--- src/rtl/tank_bullet_ctrl_if.sv ---
// Bundles the tank-state inputs, the collision retire requests and the registered
// bullet outputs that connect the bullet manager to its neighbours.
interface tank_bullet_ctrl_if #(
  parameter int NUM_BULLETS = 4
);
  logic [31:0]               keycode;
  logic [9:0]                TankX;
  logic [9:0]                TankY;
  logic [7:0]                sin;
  logic [7:0]                cos;
  logic [NUM_BULLETS-1:0]    hit_clear;
  logic [10*NUM_BULLETS-1:0] BulletX;
  logic [10*NUM_BULLETS-1:0] BulletY;
  logic [NUM_BULLETS-1:0]    BulletValid;
  logic                      Fired;

  modport master (
    output keycode, TankX, TankY, sin, cos, hit_clear,
    input  BulletX, BulletY, BulletValid, Fired
  );

  modport slave (
    input  keycode, TankX, TankY, sin, cos, hit_clear,
    output BulletX, BulletY, BulletValid, Fired
  );
endinterface

--- src/rtl/tank_bullet_ctrl.sv ---
// Bullet manager: edge-detected fire key spawns into the lowest free slot, each
// slot then advances once per frame, bounces off screen edges and retires.
module tank_bullet_slot #(
  parameter logic [8:0] LIFETIME = 9'd240,
  parameter int         X_MIN    = 0,
  parameter int         X_MAX    = 639,
  parameter int         Y_MIN    = 0,
  parameter int         Y_MAX    = 479
) (
  input  logic       clk_i,
  input  logic       rst_ni,
  input  logic       spawn_i,
  input  logic       hit_i,
  input  logic [9:0] x0_i,
  input  logic [9:0] y0_i,
  input  logic [9:0] vx0_i,
  input  logic [9:0] vy0_i,
  output logic [9:0] x_o,
  output logic [9:0] y_o,
  output logic       valid_o
);
  localparam logic signed [10:0] XLO = 11'(X_MIN);
  localparam logic signed [10:0] XHI = 11'(X_MAX);
  localparam logic signed [10:0] YLO = 11'(Y_MIN);
  localparam logic signed [10:0] YHI = 11'(Y_MAX);

  logic [9:0]        x_q, x_d, y_q, y_d, vx_q, vx_d, vy_q, vy_d;
  logic [8:0]        life_q, life_d;
  logic              valid_q, valid_d;
  logic signed [10:0] nx, ny;

  always_comb begin
    nx      = $signed({1'b0, x_q}) + $signed({vx_q[9], vx_q});
    ny      = $signed({1'b0, y_q}) + $signed({vy_q[9], vy_q});
    x_d     = x_q;
    y_d     = y_q;
    vx_d    = vx_q;
    vy_d    = vy_q;
    life_d  = life_q;
    valid_d = valid_q;
    if (spawn_i) begin
      x_d     = x0_i;
      y_d     = y0_i;
      vx_d    = vx0_i;
      vy_d    = vy0_i;
      life_d  = LIFETIME;
      valid_d = 1'b1;
    end else if (valid_q) begin
      if (hit_i || life_q == 9'd1) begin
        valid_d = 1'b0;
      end else begin
        life_d = life_q - 9'd1;
        // An out-of-range step reflects the velocity and leaves the position put.
        if (nx < XLO || nx > XHI) vx_d = -vx_q;
        else                      x_d  = nx[9:0];
        if (ny < YLO || ny > YHI) vy_d = -vy_q;
        else                      y_d  = ny[9:0];
      end
    end
  end

  always_ff @(posedge clk_i or negedge rst_ni) begin
    if (!rst_ni) begin
      x_q     <= '0;
      y_q     <= '0;
      vx_q    <= '0;
      vy_q    <= '0;
      life_q  <= '0;
      valid_q <= 1'b0;
    end else begin
      x_q     <= x_d;
      y_q     <= y_d;
      vx_q    <= vx_d;
      vy_q    <= vy_d;
      life_q  <= life_d;
      valid_q <= valid_d;
    end
  end

  assign x_o     = x_q;
  assign y_o     = y_q;
  assign valid_o = valid_q;
endmodule

module tank_bullet_ctrl #(
  parameter int         NUM_BULLETS = 4,
  parameter logic [7:0] FIRE_KEY    = 8'h28,
  parameter logic [6:0] BULLET_STEP = 7'd6,
  parameter logic [8:0] LIFETIME    = 9'd240,
  parameter logic [4:0] COOLDOWN    = 5'd15,
  parameter int         X_MIN       = 0,
  parameter int         X_MAX       = 639,
  parameter int         Y_MIN       = 0,
  parameter int         Y_MAX       = 479
) (
  input  logic                   frame_clk,
  input  logic                   Reset_n,
  tank_bullet_ctrl_if.slave      bif
);
  logic                         pressed, fire_req, spawn;
  logic                         key_prev_q, fired_q;
  logic [4:0]                   cd_q, cd_d;
  logic [NUM_BULLETS-1:0]       valid, free, sel_oh;
  logic [NUM_BULLETS-1:0][9:0]  bx, by;
  logic [9:0]                   m_cos, m_sin, vx0, vy0;

  function automatic logic [9:0] scale(input logic [6:0] mag);
    logic [13:0] p;
    p = 14'(BULLET_STEP) * 14'(mag);
    return {3'b000, p[13:7]};
  endfunction

  always_comb begin
    pressed = 1'b0;
    for (int b = 0; b < 4; b++)
      if (bif.keycode[8*b +: 8] == FIRE_KEY) pressed = 1'b1;
  end

  // Slots retired this frame are still valid here, so they cannot be reused yet.
  assign fire_req = pressed & ~key_prev_q;
  assign free     = ~valid;
  assign sel_oh   = free & (~free + 1'b1);
  assign spawn    = fire_req && (cd_q == 5'd0) && (|free);

  assign m_cos = scale(bif.cos[6:0]);
  assign m_sin = scale(bif.sin[6:0]);
  assign vx0   = bif.cos[7] ? -m_cos : m_cos;
  assign vy0   = bif.sin[7] ? m_sin : -m_sin;

  always_comb begin
    cd_d = cd_q;
    if (spawn)              cd_d = COOLDOWN;
    else if (cd_q != 5'd0)  cd_d = cd_q - 5'd1;
  end

  always_ff @(posedge frame_clk or negedge Reset_n) begin
    if (!Reset_n) begin
      key_prev_q <= 1'b0;
      fired_q    <= 1'b0;
      cd_q       <= '0;
    end else begin
      key_prev_q <= pressed;
      fired_q    <= spawn;
      cd_q       <= cd_d;
    end
  end

  for (genvar i = 0; i < NUM_BULLETS; i++) begin : g_slot
    tank_bullet_slot #(
      .LIFETIME(LIFETIME), .X_MIN(X_MIN), .X_MAX(X_MAX), .Y_MIN(Y_MIN), .Y_MAX(Y_MAX)
    ) u_slot (
      .clk_i   (frame_clk),
      .rst_ni  (Reset_n),
      .spawn_i (spawn & sel_oh[i]),
      .hit_i   (bif.hit_clear[i]),
      .x0_i    (bif.TankX),
      .y0_i    (bif.TankY),
      .vx0_i   (vx0),
      .vy0_i   (vy0),
      .x_o     (bx[i]),
      .y_o     (by[i]),
      .valid_o (valid[i])
    );
  end

  assign bif.BulletX     = bx;
  assign bif.BulletY     = by;
  assign bif.BulletValid = valid;
  assign bif.Fired       = fired_q;
endmodule

--- src/flat_wrapper.sv ---
// flat-port wrapper written by rule: the top's interface ports become plain ports
module tank_bullet_ctrl_flat 
#(
  parameter int         NUM_BULLETS = 4,
  parameter logic [7:0] FIRE_KEY    = 8'h28,
  parameter logic [6:0] BULLET_STEP = 7'd6,
  parameter logic [8:0] LIFETIME    = 9'd240,
  parameter logic [4:0] COOLDOWN    = 5'd15,
  parameter int         X_MIN       = 0,
  parameter int         X_MAX       = 639,
  parameter int         Y_MIN       = 0,
  parameter int         Y_MAX       = 479
)
  (frame_clk, Reset_n, bif_keycode, bif_TankX, bif_TankY, bif_sin, bif_cos, bif_hit_clear, bif_BulletX, bif_BulletY, bif_BulletValid, bif_Fired);
  tank_bullet_ctrl_if #(.NUM_BULLETS(NUM_BULLETS)) bif_i ();
  input  logic frame_clk;
  input  logic Reset_n;
  input wire logic [$bits(bif_i.keycode)-1:0] bif_keycode;
  input wire logic [$bits(bif_i.TankX)-1:0] bif_TankX;
  input wire logic [$bits(bif_i.TankY)-1:0] bif_TankY;
  input wire logic [$bits(bif_i.sin)-1:0] bif_sin;
  input wire logic [$bits(bif_i.cos)-1:0] bif_cos;
  input wire logic [$bits(bif_i.hit_clear)-1:0] bif_hit_clear;
  output wire logic [$bits(bif_i.BulletX)-1:0] bif_BulletX;
  output wire logic [$bits(bif_i.BulletY)-1:0] bif_BulletY;
  output wire logic [$bits(bif_i.BulletValid)-1:0] bif_BulletValid;
  output wire logic [$bits(bif_i.Fired)-1:0] bif_Fired;
  assign bif_i.keycode = bif_keycode;
  assign bif_i.TankX = bif_TankX;
  assign bif_i.TankY = bif_TankY;
  assign bif_i.sin = bif_sin;
  assign bif_i.cos = bif_cos;
  assign bif_i.hit_clear = bif_hit_clear;
  assign bif_BulletX = bif_i.BulletX;
  assign bif_BulletY = bif_i.BulletY;
  assign bif_BulletValid = bif_i.BulletValid;
  assign bif_Fired = bif_i.Fired;
  tank_bullet_ctrl #(.NUM_BULLETS(NUM_BULLETS), .FIRE_KEY(FIRE_KEY), .BULLET_STEP(BULLET_STEP), .LIFETIME(LIFETIME), .COOLDOWN(COOLDOWN), .X_MIN(X_MIN), .X_MAX(X_MAX), .Y_MIN(Y_MIN), .Y_MAX(Y_MAX)) u_core (.frame_clk(frame_clk), .Reset_n(Reset_n), .bif(bif_i));
endmodule
--- config.mk ---
export PLATFORM = sky130hd
export DESIGN_NAME = tank_bullet_ctrl_flat
export DESIGN_NICKNAME = d
export VERILOG_FILES = /design/src/rtl/tank_bullet_ctrl_if.sv /design/src/rtl/tank_bullet_ctrl.sv /design/src/flat_wrapper.sv
export SDC_FILE = /design/constraint.sdc
export NUM_CORES = 1
export LEC_CHECK = 0
export CAP_MARGIN = 0
export CORE_ASPECT_RATIO = 1.1
export CORE_MARGIN = 2
export CORE_UTILIZATION = 40
export CTS_CLUSTER_SIZE = 14
export DETAILED_ROUTE_END_ITERATION = 16
export GPL_TIMING_DRIVEN = 1
export HOLD_SLACK_MARGIN = 0.08
export PLACE_DENSITY_LB_ADDON = 0.05
export SLEW_MARGIN = 30
export SYNTH_ARGS = -nofsm -noshare
export SYNTH_HDL_FRONTEND = slang
export SYNTH_HIERARCHICAL = 1
export SYNTH_SLANG_ARGS = --single-unit
--- constraint.sdc ---
create_clock -name frame_clk -period 3.25 [get_ports frame_clk]
set_input_delay 0.4875 -clock frame_clk [delete_from_list [all_inputs] [get_ports frame_clk]]
set_output_delay 0.4875 -clock frame_clk [all_outputs]
set_load 0.005 [all_outputs]
Fig. 1: run 1, wiring by layer
Scale bar: 50 um. Two of the layers only.
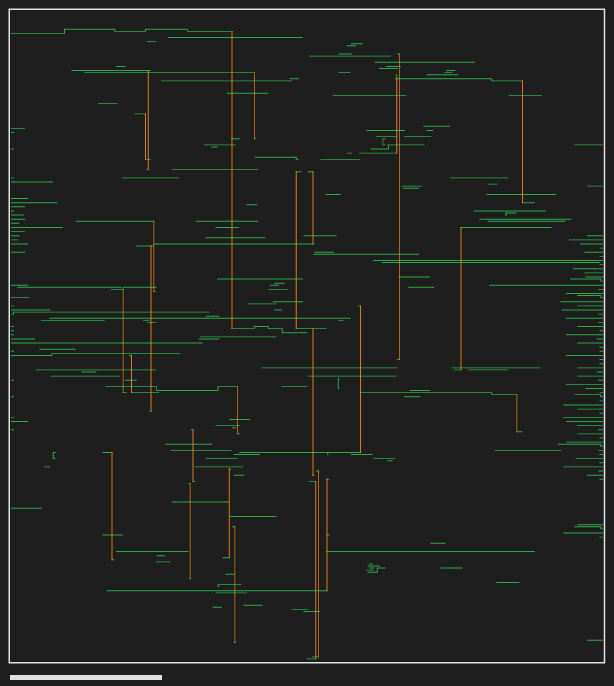
met4 -> orange  # wire length 1010 um
met3 -> green  # wire length 3040 um
gr usage total: 24.7%
Routed Wire Length: 52.7 mm

Fig. 2: run 1, the metal 1 layer
Scale bar: 50 um.
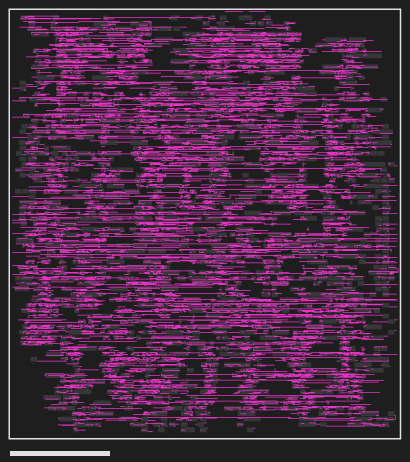
main direction = horizontal
nets with wire on the layer = 2026
wire length on this layer = 24.2 mm
share of all routed wire = 46%

Fig. 3: run 1, congestion heat map
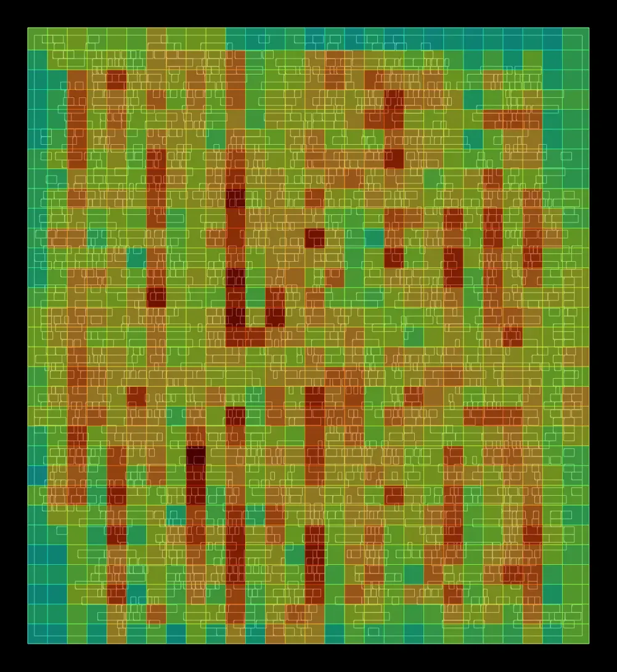
met3 global-route usage: 3.37%
met2 usage in global routing: 40.6%
met1 global-route usage: 34.3%

==> results.env, run 1 <==
OUTCOME='completed'
REG2REG_FROM='u_core/g_slot[3].u_slot/y_o[0]'
GRT_PASS1_VIAS=14986
REGTOREGSETUPSLACK_NS=0.14
CTS-BUFFERS-INSERTED=27
POSTSYNTH.TOPFLOPCELL='sky130_fd_sc_hd__dfrtp_1'
AVGROUTEDWIREPERCELL_UM=20.6
CTS_HOLD_REPAIR.BUFFERS=1
GLOBALROUTEOVERFLOWTOTAL=0
FINALSETUPTNS_NS=0
TIMING.FMAX_MHz=322
LAYOUT_AREA_OVERHEAD_PCT=22.8
CP_DATA_ARRIVAL_TIME_NS=3.60
TRITONCTS_CLOCK_TREE='yes'
WORSTHOLDENDPOINT='u_core/g_slot[0].u_slot/life_q[7]'
CRITPATHSLOWESTCELL='sky130_fd_sc_hd__or4_2'
PLACEDCELLCOUNT=2500
CTS.PATH.MAX_BUFFERS=3
CRITPATHCAPTURETYPE='flop'
NUMBER_OF_DIODES_ADDED_FOR_ANTENNA_FIXING=0
HOLD_CLASS='flop to flop'
ROUTE.LAYER.MET1.WL_MM=24.2
TOP_SIGNAL_LAYER_USED='met4'
SYNTHCELLS=1829
POST_SYNTHESIS_INSTANCE_AREA_SQ_UM=16200
GRT_MOST_USED_LAYER='met2'
CTSHTREEMAXLEVEL=1
DIE_HEIGHT_UM=215
SETUP_VIOL=0
WORST_SETUP_PATH_START_KIND='flop'
STAGE_LOG_WARNINGS=35
MOST_USED_CELLS_IN_THE_LAYOUT_EXCLUDING_FILL_AND_TAP_CELLS='sky130_fd_sc_hd__dfrtp_1 (207), sky130_fd_sc_hd__clkdlybuf4s50_1 (157), sky130_fd_sc_hd__nand2_1 (137)'
P_LEAK_nW=8.77
POWER_SEQUENTIAL_mW=2.99
DIE_X_UM=196
SIMPLE_GATE_AREA_SHARE_PCT=21.6
NETLIST_TOP_CELLS_COUNT='sky130_fd_sc_hd__dfrtp_1 (207), sky130_fd_sc_hd__nand2_1 (138), sky130_fd_sc_hd__ha_1 (114)'
PRE_CTS_SLACK_NS=-0.0874
GRT_ANTENNA_BEFORE_REPAIR=1
POST_CTS.REPAIR.SETUP_BUFFERS=0
NNETSFINAL=2218
FIN_WS_NS=0.140
CRITPATHMAXSTAGEDELAY_NS=0.62
TOPCOMBFAMILYBYAREA='AND-OR/OR-AND gates'
YS.WARNINGS.COUNT=6
DETAIL_ROUTE.VIAS_PER_CELL=6.04
COREAREA_SQ_UM=40000
FIN_WORST_SKEW_NS=0.0116
P_CLK_SHARE_PCT=39.5
MAX_SLEW.WORST_PIN.SLEW_NS=0.815
CP_NUM_CELLS=12
NETLIST.AREA_LEADER.SHARE_PCT=32.1
PATH_DEPTH_OF_THE_WORST_REG2REG_PATH=12
YS_SH_XOR_PCT=5.20
WORST-SETUP-PATH-TYPE='flop to flop'
FP-UTILIZATION_PCT=40.4
SEQPWRFRAC_PCT=36.3
FINAL_LAYOUT_TOP_LOGIC_CELL='sky130_fd_sc_hd__dfrtp_1'
INTERNAL_POWER_mW=5.63
COMB_POWER_SHARE_PCT=24.1
CLOCK-ROOT-BUFFER='sky130_fd_sc_hd__clkbuf_16'
SYNTHESIS.NETS=2025
POST_SYNTH_FA_HA_MAJ_AREA_FRACTION_PCT=9.82
TOTAL_POWER_mW=8.23
FLOORPLAN.DIE_AREA_SQ_UM=42000
DETAIL_ROUTE.FIRST_PASS.ITERATIONS=7
CRITPATHMAXFANOUT=26
CTS-RESIZED-GATES=0
DOMINANT_POWER_GROUP='the clock network'
PATH_BUFFERS=2
DRC=0
MAXCAPVIOLCOUNT=0
CRIT_PATH_END='u_core/g_slot[3].u_slot/vy_q[7]'
NUMCLOCKSINKS=207
FINALWEIGHTEDCONGESTION=0.909
YS_FF=207
SYNTH_CELL_TYPE_COUNT=88
ROUTED_VIA_COUNT=15442
POST-SYNTH-TOP-AREA-CELL='sky130_fd_sc_hd__dfrtp_1'
POSTSYNTHAREAPERCELL_SQ_UM=8.83
POWER.IR.VDD_WORST_uV=362
SYNTH.YOSYS.SEQ_AREA_SHARE_PCT=32.1
TOPCELLSBYAREA='sky130_fd_sc_hd__dfrtp_1 (32%), sky130_fd_sc_hd__ha_1 (8.8%), sky130_fd_sc_hd__nand3_1 (3.3%), sky130_fd_sc_hd__nand2_1 (3.2%), sky130_fd_sc_hd__xnor2_1 (3.1%)'
FLIP_FLOPS_WITH_A_BUILT_IN_ENABLE=0
MOST_COMMON_CELL='sky130_fd_sc_hd__dfrtp_1'
FINALHOLDVIOLCOUNT=0
CLK_PIN_SLEW_WORST_PATHS_NS=0.06
LAYOUTNONFILLERINSTCOUNT=2556
FINALINSTANCEAREA_SQ_UM=19800
YS_SH_MUX_PCT=1.27
PWR.GROUP.COMBINATIONAL_mW=1.99
-- run 1: final cells by class --
class / count / area, sq um / share of cell area (%)
multi-input combinational: 1448 / 10300 / 52.0
tap: 513 / 642 / 3.24
clock inverter: 12 / 166 / 0.839
inverter: 84 / 315 / 1.59
timing repair buffer: 254 / 2430 / 12.3
clock buffer: 38 / 787 / 3.97
sequential: 207 / 5180 / 26.1
-- run 1: registers in the layout, summed over array words and instances (netlist names) --
signal	flops
u_core/bif.Fired	1
u_core/cd_q	5
u_core/g_slot.u_slot/life_q	36
u_core/g_slot.u_slot/valid_o	4
u_core/g_slot.u_slot/vx_q	40
u_core/g_slot.u_slot/vy_q	40
u_core/g_slot.u_slot/x_o	40
u_core/g_slot.u_slot/y_o	40
u_core/key_prev_q	1
Fig. 4: run 1, wiring heat map
20 x 21 tiles, from white (low) to dark blue (high), scaled to the fullest tile. Values are wire area over tile area, all layers added.
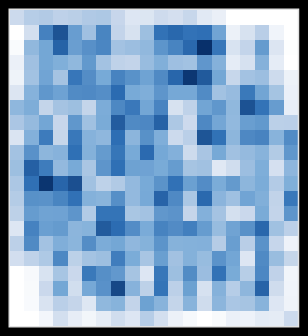

==> run 1 -> run 2 <==
- CTS_CLUSTER_DIAMETER: default -> 30
- SLEW_MARGIN: 30 -> default
Fig. 5: run 2, wiring heat map
20 x 21 tiles, from white (low) to dark blue (high), scaled to the fullest tile. Values are wire area over tile area, all layers added.
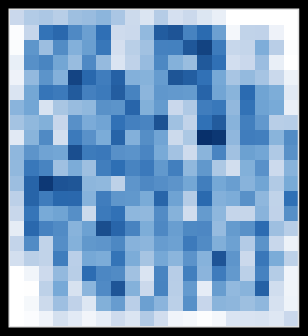
nearly empty tiles = 3.8%
fullest tile = 0.45
tiles over half the peak = 45%
mean over tiles = 0.20

Fig. 6: run 2, congestion heat map
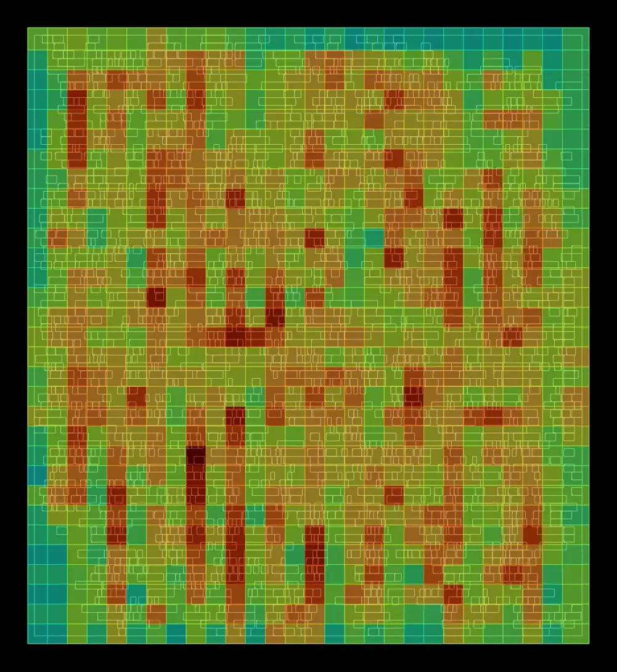
met2 usage in global routing: 40.8%
gr usage total: 25.6%
met3 global-route usage: 5.41%
GR peak layer: met2

Fig. 7: run 2, the metal 1 layer
Scale bar: 50 um.
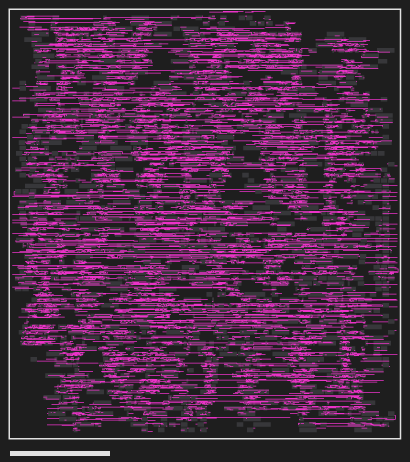
wire length on this layer = 23.9 mm
longest straight run = 113 um
met1 global-route usage: 34.1%
routed via count: 15736
Routed Wire Length: 53.4 mm

==> results.env, run 2 <==
FLIP_FLOPS_WITH_A_BUILT_IN_ENABLE=0  # unchanged
POST_CTS.REPAIR.SETUP_BUFFERS=0  # unchanged
CTS-BUFFERS-INSERTED=71  # was 27
NETLIST_TOP_CELLS_COUNT='sky130_fd_sc_hd__dfrtp_1 (207), sky130_fd_sc_hd__nand2_1 (138), sky130_fd_sc_hd__ha_1 (114)'  # unchanged
NUMBER_OF_DIODES_ADDED_FOR_ANTENNA_FIXING=0  # unchanged
FF_LATCH_AREA_SQ_UM=5180  # unchanged
GRT_PASS1_VIAS=15534  # was 14986
P_LEAK_nW=9.49  # was 8.77 nW
AVGROUTEDWIREPERCELL_UM=20.3  # was 20.6 um
POWER.IR.VDD_WORST_uV=373  # was 362 uV
SEQAREAFRACTION_PCT=24.3  # was 26.1%
FIN_WORST_SKEW_NS=0.0330  # was 0.0116 ns
POWER_SEQUENTIAL_mW=3.00  # was 2.99 mW
LAYOUTNONFILLERINSTCOUNT=2632  # was 2556
MAX_SLEW.WORST_PIN.SLEW_NS=0.923  # was 0.815 ns
OUTCOME='completed'  # unchanged
CP_DATA_ARRIVAL_TIME_NS=3.62  # was 3.60 ns
PATH_DEPTH_OF_THE_WORST_REG2REG_PATH=12  # unchanged
NON_CLOCK_INVERTER_COUNT=84  # unchanged
TRITONCTS_CLOCK_TREE='yes'  # unchanged
SEQPWRFRAC_PCT=24.7  # was 36.3%
CTS_HOLD_REPAIR.BUFFERS=1  # unchanged
CRITPATHMAXSTAGEDELAY_NS=0.63  # was 0.62 ns
SYNTH_CELL_TYPE_COUNT=88  # unchanged
DRC=0  # unchanged
SEQ_CELL_COUNT=207  # unchanged
CTSHTREEMAXLEVEL=3  # was 1
CRITPATHSLOWESTCELL='sky130_fd_sc_hd__or4_2'  # unchanged
CLOCKNETWORKAREASHARE_PCT=11.7  # was 4.81%
TIMING.FMAX_MHz=321  # was 322 MHz
PLACEDCELLCOUNT=2500  # unchanged
GLOBALROUTEOVERFLOWTOTAL=0  # unchanged
FINALHOLDVIOLCOUNT=0  # unchanged
DIE_HEIGHT_UM=215  # unchanged
NUM-NONCLK-BUFFERS=251  # was 254
CLOCK-ROOT-BUFFER='sky130_fd_sc_hd__clkbuf_16'  # unchanged
FINALINSTANCEAREA_SQ_UM=21400  # was 19800 sq um
P_CLK_SHARE_PCT=59.0  # was 39.5%
CLK_PIN_SLEW_WORST_PATHS_NS=0.04  # was 0.06 ns
FIN_WS_NS=0.138  # was 0.140 ns
MAXCAPVIOLCOUNT=0  # unchanged
DETAIL_ROUTE.FIRST_PASS.ITERATIONS=5  # was 7
SYNTH.YOSYS.SEQ_AREA_SHARE_PCT=32.1  # unchanged
COMBAREAFRACTION_PCT=48.2  # was 52.0%
INTERNAL_POWER_mW=8.86  # was 5.63 mW
YS_FF=207  # unchanged
SETUP_VIOL=0  # unchanged
FLOORPLAN.TAPCELLS=513  # unchanged
PWR.GROUP.COMBINATIONAL_mW=1.98  # was 1.99 mW
POST-SYNTH-TOP-AREA-CELL='sky130_fd_sc_hd__dfrtp_1'  # unchanged
CTS-RESIZED-GATES=0  # unchanged
NNETSFINAL=2259  # was 2218
REG2REG_FROM='u_core/g_slot[3].u_slot/vy_q[0]'  # was u_core/g_slot[3].u_slot/y_o[0]
COMB.MULTI_INPUT.COUNT=1448  # unchanged
FLOORPLAN.DIE_AREA_SQ_UM=42000  # unchanged
POST_SYNTHESIS_INSTANCE_AREA_SQ_UM=16200  # unchanged
SYNTHESIS.NETS=2025  # unchanged
WORST_SETUP_PATH_START_KIND='flop'  # unchanged
TOPCELLSBYAREA='sky130_fd_sc_hd__dfrtp_1 (32%), sky130_fd_sc_hd__ha_1 (8.8%), sky130_fd_sc_hd__nand3_1 (3.3%), sky130_fd_sc_hd__nand2_1 (3.2%), sky130_fd_sc_hd__xnor2_1 (3.1%)'  # unchanged
TOTAL_POWER_mW=12.2  # was 8.23 mW
SYNTHCELLS=1829  # unchanged
MOST_COMMON_CELL='sky130_fd_sc_hd__dfrtp_1'  # unchanged
LAYOUT.AREA.COMB_SQ_UM=10300  # about the same
FP-UTILIZATION_PCT=40.4  # unchanged
CRIT_PATH_END='u_core/g_slot[3].u_slot/vy_q[7]'  # unchanged
LAYOUT_AREA_OVERHEAD_PCT=32.2  # was 22.8%
[run 2: cell counts after synthesis]
Identical to the previous run, type by type.
[run 2: cells by family after synthesis]
group | count (synthesis) | share of synthesized area [%]
adder cells (fa/ha/maj) | 122 | 9.82
AND-OR/OR-AND | 551 | 25.4
XOR/XNOR | 96 | 5.20
buffers and inverters | 174 | 4.67
flip-flops | 207 | 32.1
AND/OR/NAND/NOR | 660 | 21.6
multiplexers | 19 | 1.27
[run 2: per-layer routing]
| metal | vias to the layer above | global-route usage [%] | part of all wire (%) |
|---|---|---|---|
| li1 | 7454 | - | - |
| met2 | 502 | 40.8 | 46 |
| met4 | 0 | 9.31 | 2.3 |
| met3 | 83 | 5.41 | 6.8 |
| met5 | - | 0 | 0 |
| met1 | 7697 | 34.1 | 45 |
No activity file was given, so power comes from the tool's default toggle rates.
